Fig. 1: cell sizes after repair
Bar = 50 um.
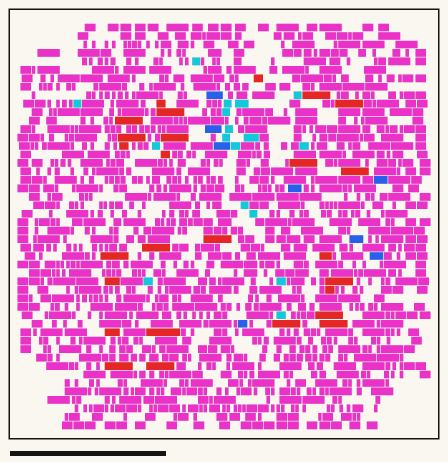
Fig. 2: signal wires on met4
Supply wires on this layer in grey.
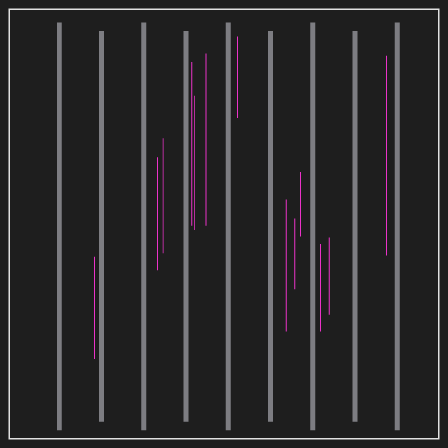
<file path="src/rtl/multiword_add_sequencer.sv">
// multiword_add_sequencer
//
// Adds or subtracts two N-bit operands (N = WIDTH*WORDS) by running them
// through one WIDTH-bit sqrt carry-select adder, one slice per clock,
// starting at the least significant slice. The carry between slices is kept
// in a register. Subtraction is A + ~B + 1: the B slices are inverted and
// the carry register starts at 1.
//
// Ports
//   clk        : clock; all state changes on the rising edge
//   rst_n      : synchronous active-low reset; overrides flush and all inputs
//   in_valid   : request valid
//   in_ready   : request can be accepted (IDLE only)
//   in_a/in_b  : N-bit operands, captured on accept
//   in_sub     : 1 = A-B, 0 = A+B, captured on accept
//   flush      : synchronous abort back to IDLE; no result is produced
//   busy       : high in RUN or DONE
//   out_valid  : result presented (DONE only)
//   out_ready  : consumer accepts the result
//   out_sum    : N-bit result
//   out_cout   : final carry; for subtract 1 means no borrow
//   out_ovf    : signed two's-complement overflow
//
// Also contains sqrt_carry_select_adder, the WIDTH-bit slice adder.

// sqrt_carry_select_adder
//
// Combinational WIDTH-bit adder split into blocks of growing length
// (1, 2, 3, ...). Each block computes its sum for both carry-in values and the
// real block carry-in selects one, so the select chain is roughly sqrt(WIDTH)
// muxes long instead of WIDTH ripple stages.
//
// Ports
//   a, b : addends
//   cin  : carry in
//   sum  : a + b + cin, low WIDTH bits
//   cout : carry out
module sqrt_carry_select_adder #(
  parameter int WIDTH = 16
) (
  input  logic [WIDTH-1:0] a,
  input  logic [WIDTH-1:0] b,
  input  logic             cin,
  output logic [WIDTH-1:0] sum,
  output logic             cout
);

  logic             c_blk;
  logic             c0;
  logic             c1;
  logic [WIDTH-1:0] sum_c;
  int               blk_pos;
  int               blk_len;

  // c0/c1 are the in-block ripple carries assuming block carry-in 0/1;
  // c_blk is the resolved carry entering the current block.
  always_comb begin
    c_blk   = cin;
    c0      = 1'b0;
    c1      = 1'b1;
    sum_c   = '0;
    blk_pos = 0;
    blk_len = 1;
    for (int i = 0; i < WIDTH; i++) begin
      sum_c[i] = c_blk ? (a[i] ^ b[i] ^ c1) : (a[i] ^ b[i] ^ c0);
      c0 = (a[i] & b[i]) | ((a[i] ^ b[i]) & c0);
      c1 = (a[i] & b[i]) | ((a[i] ^ b[i]) & c1);
      if ((blk_pos == blk_len - 1) || (i == WIDTH - 1)) begin
        c_blk   = c_blk ? c1 : c0;
        c0      = 1'b0;
        c1      = 1'b1;
        blk_pos = 0;
        blk_len = blk_len + 1;
      end else begin
        blk_pos = blk_pos + 1;
      end
    end
  end

  assign sum  = sum_c;
  assign cout = c_blk;

endmodule

// state | meaning
// ------+-----------------------------------------------------------
// IDLE  | waiting for a request; in_ready=1
// RUN   | one slice per cycle through the adder, slice index idx_q
// DONE  | result presented on out_*; held until out_ready
module multiword_add_sequencer #(
  parameter int WIDTH = 16,
  parameter int WORDS = 4
) (
  input  logic                   clk,
  input  logic                   rst_n,
  input  logic                   in_valid,
  output logic                   in_ready,
  input  logic [WIDTH*WORDS-1:0] in_a,
  input  logic [WIDTH*WORDS-1:0] in_b,
  input  logic                   in_sub,
  input  logic                   flush,
  output logic                   busy,
  output logic                   out_valid,
  input  logic                   out_ready,
  output logic [WIDTH*WORDS-1:0] out_sum,
  output logic                   out_cout,
  output logic                   out_ovf
);

  localparam int N    = WIDTH * WORDS;
  localparam int IDXW = (WORDS > 1) ? $clog2(WORDS) : 1;
  localparam logic [IDXW-1:0] IDX_LAST = IDXW'(WORDS - 1);

  typedef enum logic [1:0] {
    IDLE = 2'd0,
    RUN  = 2'd1,
    DONE = 2'd2
  } state_t;

  state_t          state_q, state_d;
  logic [IDXW-1:0] idx_q, idx_d;
  logic            carry_q, carry_d;
  logic [N-1:0]    a_q, a_d;
  logic [N-1:0]    b_q, b_d;
  logic            sub_q, sub_d;
  logic [N-1:0]    sum_q, sum_d;
  logic            cout_q, cout_d;
  logic            ovf_q, ovf_d;

  logic [WIDTH-1:0] adder_a;
  logic [WIDTH-1:0] adder_b;
  logic [WIDTH-1:0] adder_sum;
  logic             adder_cout;

  // Slice select for the adder inputs; B is inverted for subtraction.
  always_comb begin
    adder_a = '0;
    adder_b = '0;
    for (int w = 0; w < WORDS; w++) begin
      if (idx_q == IDXW'(w)) begin
        adder_a = a_q[w*WIDTH +: WIDTH];
        adder_b = b_q[w*WIDTH +: WIDTH];
      end
    end
    if (sub_q) begin
      adder_b = ~adder_b;
    end
  end

  sqrt_carry_select_adder #(
    .WIDTH(WIDTH)
  ) u_adder (
    .a   (adder_a),
    .b   (adder_b),
    .cin (carry_q),
    .sum (adder_sum),
    .cout(adder_cout)
  );

  always_comb begin
    state_d = state_q;
    idx_d   = idx_q;
    carry_d = carry_q;
    a_d     = a_q;
    b_d     = b_q;
    sub_d   = sub_q;
    sum_d   = sum_q;
    cout_d  = cout_q;
    ovf_d   = ovf_q;

    if (flush) begin
      // Abort: result registers keep their last contents.
      state_d = IDLE;
      idx_d   = '0;
    end else begin
      case (state_q)
        IDLE: begin
          if (in_valid) begin
            a_d     = in_a;
            b_d     = in_b;
            sub_d   = in_sub;
            idx_d   = '0;
            carry_d = in_sub;
            state_d = RUN;
          end
        end
        RUN: begin
          for (int w = 0; w < WORDS; w++) begin
            if (idx_q == IDXW'(w)) begin
              sum_d[w*WIDTH +: WIDTH] = adder_sum;
            end
          end
          carry_d = adder_cout;
          idx_d   = idx_q + IDXW'(1);
          if (idx_q == IDX_LAST) begin
            // adder_b already holds the effective (possibly inverted) B MSB.
            cout_d  = adder_cout;
            ovf_d   = (adder_a[WIDTH-1] == adder_b[WIDTH-1]) &&
                      (adder_sum[WIDTH-1] != adder_a[WIDTH-1]);
            idx_d   = '0;
            state_d = DONE;
          end
        end
        DONE: begin
          if (out_ready) begin
            state_d = IDLE;
          end
        end
        default: begin
          state_d = IDLE;
          idx_d   = '0;
        end
      endcase
    end
  end

  always_ff @(posedge clk) begin
    if (!rst_n) begin
      state_q <= IDLE;
      idx_q   <= '0;
      carry_q <= 1'b0;
      a_q     <= '0;
      b_q     <= '0;
      sub_q   <= 1'b0;
      sum_q   <= '0;
      cout_q  <= 1'b0;
      ovf_q   <= 1'b0;
    end else begin
      state_q <= state_d;
      idx_q   <= idx_d;
      carry_q <= carry_d;
      a_q     <= a_d;
      b_q     <= b_d;
      sub_q   <= sub_d;
      sum_q   <= sum_d;
      cout_q  <= cout_d;
      ovf_q   <= ovf_d;
    end
  end

  assign in_ready  = (state_q == IDLE);
  assign out_valid = (state_q == DONE);
  assign busy      = (state_q == RUN) || (state_q == DONE);
  assign out_sum   = sum_q;
  assign out_cout  = cout_q;
  assign out_ovf   = ovf_q;

endmodule

</file>
<file path="config.mk">
export PLATFORM = sky130hd
export DESIGN_NAME = multiword_add_sequencer
export DESIGN_NICKNAME = d
export VERILOG_FILES = /design/src/rtl/multiword_add_sequencer.sv
export SDC_FILE = /design/constraint.sdc
export NUM_CORES = 1
export LEC_CHECK = 0
export CAP_MARGIN = 20
export CORE_MARGIN = 2
export CORE_UTILIZATION = 50
export DETAILED_ROUTE_END_ITERATION = 8
export PLACE_DENSITY_LB_ADDON = 0.12
export SLEW_MARGIN = 20
export SYNTH_ARGS = -nofsm -noshare
export SYNTH_HDL_FRONTEND = slang
export SYNTH_SLANG_ARGS = --single-unit
</file>
<file path="constraint.sdc">
create_clock -name clk -period 21.2 [get_ports clk]
set_input_delay 4.24 -clock clk [delete_from_list [all_inputs] [get_ports clk]]
set_output_delay 4.24 -clock clk [all_outputs]
set_load 0.005 [all_outputs]
</file>
==> results.yml <==
# physical design summary
status:
  status: "completed"
finish:
  nMultiInputCombCells: 813
  fin_nets: 1430
  nFillCells: 1558
  sh_seq_area_pct: 35.1
hold_path:
  hold_path.class: "register to register"
grt:
  use_met2_pct: 41.3
  grtUsageMet3_pct: 4.86
  grt.busiest_layer: "met2"
cts:
  cts_hold_buf: 0
setup_path:
  worstSetupStartpointType: "register"
  setup.worst_path.start: "idx_q[1]$_SDFFE_PP0P_"
  r2r_start: "idx_q[1]$_SDFFE_PP0P_"
yosys:
  netlist_area_um2: 8920
  edf_count: 0
  logic_family: "simple AND/OR/NAND/NOR gates"
  synth_chip_area_um2: 8920
  synth_cell_types: 40
  ys_ff: 200
  yosys_warnings: 0
  aoi_share_pct: 20.3
drt:
  avgViaCountPerCell: 5.35
sta:
  clock_skew_ns: 0.00912
  setup_viol: 0
  slew_viol_final: 0
placed_design:
  io_buffers: 202
power_and_ir_drop:
  p_leak_nw: 3.94
die:
  die_h_um: 138
Back to the opening pictures, Fig. 1:
- cyan: _3 and _4 cells (cells 17; share 1.3%)
- red: _6 and larger (cells 26; share 2.0%)
- blue: _2 cells (cells 8; share 0.63%)
- magenta: _0 and _1 cells (cells 1229; share 96%)

Back to the opening pictures, Fig. 2:
- share of all routed wire: 2.0%
- nets with wire on the layer: 10

Yosys cell counts (2+ instances only):
master	n
buf_4	4
a21o_1	5
ha_1	19
buf_8	2
dfxtp_1	200
fa_1	10
clkbuf_1	35
buf_6	6
nand3b_1	3
a22oi_1	16
nor3_1	18
a211oi_2	4
nand2_1	318
inv_1	23
xor2_1	15
nand3_1	8
a221oi_1	14
nor2b_1	33
nor2_1	53
and2_4	2
mux2i_1	3
xnor2_1	12
buf_1	4
a21oi_1	203
buf_2	40
o21ai_0	23
and2_1	2
a211oi_1	41
critical path, delay by kind of cell (launching register included):
family | cells | cell delay, ns
AND-OR/OR-AND | 8 | 1.54
adder cells (fa/ha/maj) | 12 | 5.04
buffers and inverters | 2 | 0.57
flip-flops | 1 | 0.34
multiplexers | 1 | 0.17
AND/OR/NAND/NOR | 6 | 0.69
